### src/rtl/stdin_rx.sv
// stdin_rx: 8N1 UART receiver feeding a first-word-fall-through byte FIFO
// that supplies the core's ',' instruction through a valid/ack pop handshake.
module stdin_rx #(
    parameter int BAUD    = 104,
    parameter int FIFO_AW = 4
) (
    input  logic               clk,
    input  logic               rstn,
    input  logic               rx,
    output logic [7:0]         data,
    output logic               valid,
    input  logic               ack,
    output logic [FIFO_AW:0]   level,
    output logic               frame_err,
    output logic               overrun
);

    localparam int                CW         = $clog2(BAUD);
    localparam int                DEPTH      = 2 ** FIFO_AW;
    localparam logic [CW-1:0]     CNT_HALF   = CW'(BAUD / 2);
    localparam logic [CW-1:0]     CNT_RELOAD = CW'(BAUD - 1);
    localparam logic [CW-1:0]     CNT_ZERO   = {CW{1'b0}};
    localparam logic [CW-1:0]     CNT_ONE    = CW'(1);
    localparam logic [FIFO_AW:0]  PTR_ZERO   = {(FIFO_AW + 1){1'b0}};
    localparam logic [FIFO_AW:0]  PTR_ONE    = (FIFO_AW + 1)'(1);

    localparam logic [1:0] S_IDLE  = 2'd0;
    localparam logic [1:0] S_START = 2'd1;
    localparam logic [1:0] S_DATA  = 2'd2;
    localparam logic [1:0] S_STOP  = 2'd3;

    logic                r_sync1;
    logic                r_sync2;
    logic [1:0]          r_state;
    logic [CW-1:0]       r_cnt;
    logic [2:0]          r_bit;
    logic [7:0]          r_shift;
    logic                r_frame_err;
    logic                r_overrun;
    logic [FIFO_AW:0]    r_wr_ptr;
    logic [FIFO_AW:0]    r_rd_ptr;
    logic [7:0]          r_mem [DEPTH];

    logic [1:0]          w_state_nxt;
    logic [CW-1:0]       w_cnt_nxt;
    logic [2:0]          w_bit_nxt;
    logic [7:0]          w_shift_nxt;
    logic                w_tick;
    logic                w_stop_sample;
    logic                w_push;
    logic                w_bad_stop;
    logic                w_empty;
    logic                w_full;
    logic                w_pop;
    logic                w_wr_en;
    logic                w_drop;

    // Two-flop synchroniser; resets to idle-high so a low line after reset looks like a start edge.
    always_ff @(posedge clk or negedge rstn) begin
        if (!rstn) begin
            r_sync1 <= 1'b1;
            r_sync2 <= 1'b1;
        end else begin
            r_sync1 <= rx;
            r_sync2 <= r_sync1;
        end
    end

    assign w_tick        = (r_cnt == CNT_ZERO);
    assign w_stop_sample = (r_state == S_STOP) && w_tick;
    assign w_push        = w_stop_sample && r_sync2;
    assign w_bad_stop    = w_stop_sample && !r_sync2;

    assign w_empty = (r_wr_ptr == r_rd_ptr);
    assign w_full  = (r_wr_ptr[FIFO_AW] != r_rd_ptr[FIFO_AW]) &&
                     (r_wr_ptr[FIFO_AW-1:0] == r_rd_ptr[FIFO_AW-1:0]);
    assign w_pop   = ack && !w_empty;
    // A pop on the same edge frees the slot, so a full FIFO still accepts the byte.
    assign w_wr_en = w_push && (!w_full || w_pop);
    assign w_drop  = w_push && w_full && !w_pop;

    // Receive FSM next-state: mid-bit sampling paced by the down-counting sample counter.
    always_comb begin
        w_state_nxt = r_state;
        w_cnt_nxt   = r_cnt;
        w_bit_nxt   = r_bit;
        w_shift_nxt = r_shift;
        case (r_state)
            S_IDLE: begin
                if (!r_sync2) begin
                    w_state_nxt = S_START;
                    w_cnt_nxt   = CNT_HALF;
                end else begin
                    w_state_nxt = S_IDLE;
                end
            end
            S_START: begin
                if (w_tick) begin
                    if (r_sync2) begin
                        w_state_nxt = S_IDLE;
                    end else begin
                        w_state_nxt = S_DATA;
                        w_cnt_nxt   = CNT_RELOAD;
                        w_bit_nxt   = 3'd0;
                    end
                end else begin
                    w_cnt_nxt = r_cnt - CNT_ONE;
                end
            end
            S_DATA: begin
                if (w_tick) begin
                    w_shift_nxt = {r_sync2, r_shift[7:1]};
                    w_cnt_nxt   = CNT_RELOAD;
                    if (r_bit == 3'd7) begin
                        w_state_nxt = S_STOP;
                    end else begin
                        w_bit_nxt = r_bit + 3'd1;
                    end
                end else begin
                    w_cnt_nxt = r_cnt - CNT_ONE;
                end
            end
            S_STOP: begin
                // Leave on the stop sample so a new start edge in the stop bit's second half is caught.
                if (w_tick) begin
                    w_state_nxt = S_IDLE;
                    w_cnt_nxt   = CNT_RELOAD;
                end else begin
                    w_cnt_nxt = r_cnt - CNT_ONE;
                end
            end
            default: begin
                w_state_nxt = S_IDLE;
                w_cnt_nxt   = CNT_ZERO;
            end
        endcase
    end

    // Receive FSM state, counters and shift register.
    always_ff @(posedge clk or negedge rstn) begin
        if (!rstn) begin
            r_state <= S_IDLE;
            r_cnt   <= CNT_ZERO;
            r_bit   <= 3'd0;
            r_shift <= 8'h00;
        end else begin
            r_state <= w_state_nxt;
            r_cnt   <= w_cnt_nxt;
            r_bit   <= w_bit_nxt;
            r_shift <= w_shift_nxt;
        end
    end

    // Error pulses, registered so each lasts exactly one cycle after the stop sample.
    always_ff @(posedge clk or negedge rstn) begin
        if (!rstn) begin
            r_frame_err <= 1'b0;
            r_overrun   <= 1'b0;
        end else begin
            r_frame_err <= w_bad_stop;
            r_overrun   <= w_drop;
        end
    end

    // FIFO pointers; one extra MSB distinguishes full from empty.
    always_ff @(posedge clk or negedge rstn) begin
        if (!rstn) begin
            r_wr_ptr <= PTR_ZERO;
            r_rd_ptr <= PTR_ZERO;
        end else begin
            if (w_wr_en) begin
                r_wr_ptr <= r_wr_ptr + PTR_ONE;
            end else begin
                r_wr_ptr <= r_wr_ptr;
            end
            if (w_pop) begin
                r_rd_ptr <= r_rd_ptr + PTR_ONE;
            end else begin
                r_rd_ptr <= r_rd_ptr;
            end
        end
    end

    // FIFO storage; contents are don't-care until written, so no reset.
    always_ff @(posedge clk) begin
        if (w_wr_en) begin
            r_mem[r_wr_ptr[FIFO_AW-1:0]] <= r_shift;
        end
    end

    assign data      = r_mem[r_rd_ptr[FIFO_AW-1:0]];
    assign valid     = !w_empty;
    assign level     = r_wr_ptr - r_rd_ptr;
    assign frame_err = r_frame_err;
    assign overrun   = r_overrun;

endmodule

### config.mk
export PLATFORM = sky130hd
export DESIGN_NAME = stdin_rx
export DESIGN_NICKNAME = d
export VERILOG_FILES = /design/src/rtl/stdin_rx.sv
export SDC_FILE = /design/constraint.sdc
export NUM_CORES = 1
export LEC_CHECK = 0
export ABC_AREA = 0
export CAP_MARGIN = 20
export CORE_AREA = 2 2 127 129
export CTS_CLUSTER_SIZE = 12
export DETAILED_ROUTE_END_ITERATION = 8
export DIE_AREA = 0 0 129 131
export GPL_ROUTABILITY_DRIVEN = 0
export PLACE_DENSITY = 0.71
export SLEW_MARGIN = 20
export SYNTH_ARGS = -nofsm -noshare
export SYNTH_HDL_FRONTEND = slang
export SYNTH_SLANG_ARGS = --single-unit
### constraint.sdc
create_clock -name clk -period 4.7 [get_ports clk]
set_clock_uncertainty 0.2 [all_clocks]
set_input_delay 0.47 -clock clk [delete_from_list [all_inputs] [get_ports clk]]
set_output_delay 0.47 -clock clk [all_outputs]
set_load 0.01 [all_outputs]
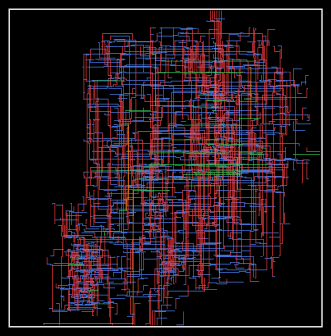
*Signal wires by layer, run 1*
[M4] orange | wire length: 253 um
[M3] green | wire length: 737 um
[M1] blue | wire length: 5,890 um
[M2] red | wire length: 7,000 um
Routed WL: 13,880 um
GRT Util Overall: 17.86%
DR vias: 3,622
drt wl/cell: 21.28 um

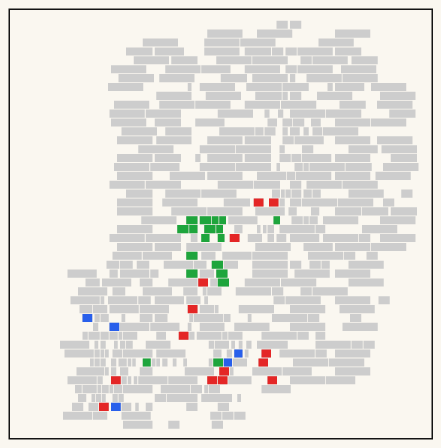
*Gate families picked out, run 1*
[and/or cells] green | cells: 18 | where: centre
[non-inverting ao/oa cells] blue | cells: 5
[xor and xnor cells] red | cells: 14 | where: south

==> run summary, run 1 <==
fresh numbers from the pnr run: grt met1 use=23.32%, clock buffer count=17, clock transition at the registers of the reported paths=0.06 ns, CP Capture Point=data[7], NumNets Final=442, Combinational Power Share=19.7%, highest routed layer=met4, status=complete, no violations, Non-CTS buffers=22, inverters=16, clock share of power=35.6%, Comb gates=205, syn_nets=417, Yosys warning count=0, hold buffers post-CTS=0, asr flop ratio synth=20.99%, via/cell ratio=5.555, buffers added on ports=19, Fin Hold WS=0.1552 ns, clock network area share=7.229%, Commonest Layout Cell=edfxtp_1, # setup viols final=0, maximum root-to-sink buffer count=2, total die area=16,900 um2, worst-margin pin slew=0.8392 ns, number of clock buffers inserted by TritonCTS=17, switching pwr=0.001007 W, PostCTS Resize Cnt=0, Top Consumer=registers, synthesized area=6865 um2, area post-placement=7273 um2, total power=0.003695 W, P_seq=0.00165 W, Worst Reg-to-Reg Cells=6, Comb group=0.000729 W, Area-dominant class=registers, Reg power frac=44.7%, number of flip-flops under the largest register name=128, reg2reg end=r_mem[7][0], Core Area=15,600 um2, RSZ-0062 raised after global routing=no, cell internal pwr=0.002688 W, DIE WIDTH=129 um, pin count of the biggest net entering global routing=35, Root Driver=clkbuf_16, Comb area=2032 um2, Cell Type Count=49, yosys cell count=399, Critical R2R Launch=r_rd_ptr[1], placed wire-length estimate=8964 um, crit-path cells=buf_4, mux4_2, a32oi_1, o21ai_0, clkdlybuf4s50_1, Worst Setup End Kind=output pin, post-route DRC violation count=0, peak supply drop=0.0002700 V, TritonCTS clock tree=yes, fraction of layout cells with a size suffix above 1=20.41%, Max Freq=271.7 MHz, first-pass GRT wire length=21,690 um, Max-area cell share=55.99%, clock group power=0.00132 W, Main synth FF type=edfxtp_1, Worst EP required=4.03 ns, Reg2Reg Setup Slack=1.54 ns, Crit-path slowest cell=dfrtp_2, clk latency late pin=0.42 ns, CP peak stage delay=0.91 ns, part of the cycle the worst path needs=78.31%, tool warnings=30, synthesized chip area reported by yosys=6865 um2, register area=4698 um2, WHS Path Cells=0, number of gates on the worst path with buffers counted=5, Final Hold Violating Endpoints=0, io pins=20, HP Start=r_sync1, xor/xnor share=1.786%, Leak=3.092 nW, metal2 WL=7001 um, Comb/total area=25.92%, Top delay family on crit path=flip-flops, Chip Height=131 um, Worst Setup Start Kind=register, register area share after synthesis=68.42%, vias in the first global route=3,669, WL met3=736 um, final core occ=50.26%, Max Cap Viol=0, worst setup margin=1.019 ns, Mapped Avg Cell Area=17.21 um2, Post-Synth Adder-Cell Area=2.661%, area grow syn2layout=14.20%, Sw Share=27.26%, Initial DRC Count=337, # clock sinks=162
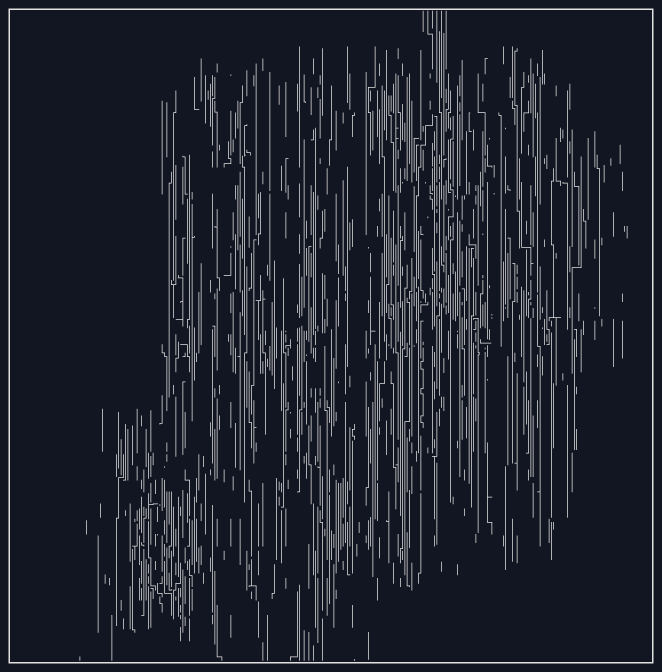
*Met2 routing, run 1*
main direction: vertical
wire length on this layer: 7,000 um
longest straight run: 52.7 um
nets with wire on the layer: 390
share of all routed wire: 50%
met2 usage: 29.94%

--- run 2 (diff from run 1) ---
--- a/config.mk
+++ b/config.mk
@@ -12,7 +12,7 @@
 export DETAILED_ROUTE_END_ITERATION = 8
 export DIE_AREA = 0 0 129 131
 export GPL_ROUTABILITY_DRIVEN = 0
-export PLACE_DENSITY = 0.71
+export PLACE_DENSITY = 0.73
 export SLEW_MARGIN = 20
 export SYNTH_ARGS = -nofsm -noshare
 export SYNTH_HDL_FRONTEND = slang
==> constraint.sdc (replaced) <==
create_clock -name clk -period 3.15 [get_ports clk]
set_clock_uncertainty 0.2 [all_clocks]
set_input_delay 0.315 -clock clk [delete_from_list [all_inputs] [get_ports clk]]
set_output_delay 0.315 -clock clk [all_outputs]
set_load 0.01 [all_outputs]
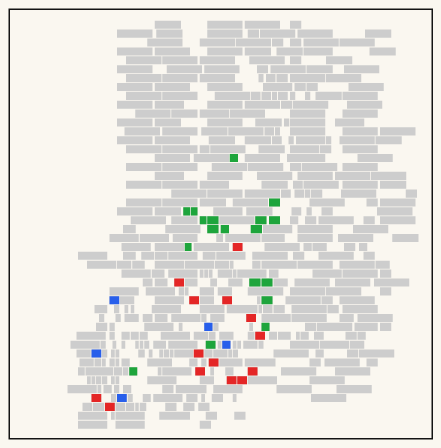
*Gate families picked out, run 2*
[and/or cells] green | cells: 18 | where: centre
[non-inverting ao/oa cells] blue | cells: 5 | where: south-west
[xor and xnor cells] red | cells: 14 | where: south
Comb/total area: 25.50%
Non-Filler Instances: 664
Commonest Layout Cell: edfxtp_1

==> run 2 against run 1 <==
Non-clock buffer count grew 11. Critical path type unchanged. Hold slack worse by 0.053 ns. Via count is 4.0% higher. Critical endpoint is now data[2]. Register-to-register slack worse by 1.2 ns.
==> run summary, run 2 <==
fresh numbers from the pnr run: status=complete, no violations, Combinational Power Share=23.6% (+3.9 points), met2 usage=32.99% (+3.1 points), WL met3=716 um (-2.7%), io pins=20 (unchanged), crit-path cells=buf_12, mux4_2, a32oi_1, o21ai_0, clkdlybuf4s50_1, clk latency late pin=0.43 ns (about the same), DIE WIDTH=129 um (unchanged), clock buffer count=17 (unchanged), Leak=3.223 nW (+4.2%), area post-placement=7351 um2 (+1.1%), Routed WL=14,550 um (+4.8%), synthesized area=6865 um2 (unchanged), WHS Path Cells=1 (+1), placed wire-length estimate=8995 um (+0.34%), syn_nets=417 (unchanged), Max Cap Viol=0 (unchanged), clock transition at the registers of the reported paths=0.07 ns (about the same), Yosys warning count=0 (unchanged), Mapped Avg Cell Area=17.21 um2 (unchanged), Main synth FF type=edfxtp_1, P_seq=0.00240 W (+45%), Reg power frac=40.3% (-4.4 points), part of the cycle the worst path needs=99.93%, yosys cell count=399 (unchanged), worst setup margin=0.002106 ns (-1.017 ns), asr flop ratio synth=20.99% (unchanged), number of clock buffers inserted by TritonCTS=17 (unchanged), Comb area=2061 um2 (+1.4%), Initial DRC Count=417 (+24%), CP Capture Point=data[2], total die area=16,900 um2 (unchanged), maximum root-to-sink buffer count=2 (unchanged), # setup viols final=0 (unchanged), hold buffers post-CTS=0 (unchanged), NumNets Final=453 (+2.5%), clock group power=0.00216 W (+64%), Non-CTS buffers=33 (+50%), number of flip-flops under the largest register name=128 (unchanged), Comb group=0.00141 W (+93%), first-pass GRT wire length=22,370 um (+3.1%), cell internal pwr=0.004280 W (+59%), Sw Share=28.22% (+0.96 points), pin count of the biggest net entering global routing=25 (-29%), switching pwr=0.001683 W (+67%), Final Hold Violating Endpoints=0 (unchanged), Worst Setup End Kind=output pin, peak supply drop=0.0004066 V (+51%), area grow syn2layout=17.71%, xor/xnor share=1.786% (unchanged), Top Consumer=registers, synthesized chip area reported by yosys=6865 um2 (unchanged), Chip Height=131 um (unchanged), PostCTS Resize Cnt=5 (+5), RSZ-0062 raised after global routing=yes, CP peak stage delay=0.55 ns (-0.36 ns), vias in the first global route=3,847 (+4.9%), TritonCTS clock tree=yes, tool warnings=31 (+3.3%), Post-Synth Adder-Cell Area=2.661% (unchanged), Crit-path slowest cell=mux4_2, DR vias=3,768 (+4.0%), register area share after synthesis=68.42% (unchanged), via/cell ratio=5.675 (+2.2%), grt met1 use=21.73% (-1.6 points), reg2reg end=r_mem[7][6], Worst Setup Start Kind=register, Top delay family on crit path=buffers and inverters, Area-dominant class=registers, Reg2Reg Setup Slack=0.31 ns (-1.23 ns), worst-margin pin slew=0.7901 ns (-0.04919 ns), buffers added on ports=19 (unchanged)
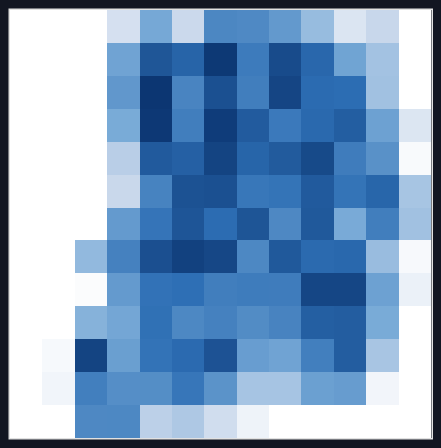
*Placement density heat map, run 2*
13 x 13 tiles, from white (low) to dark blue (high), 0 to 100% covered.
fullest tile: 98%
mean over tiles: 46%
emptiest ninth of the die: north-west
tiles over 75% full: 25%
nearly empty tiles: 25%
Starting Density: 44.02%
final core occ: 51.81%
Core Area: 15,600 um2

No activity file was given, so power comes from the tool's default toggle rates.
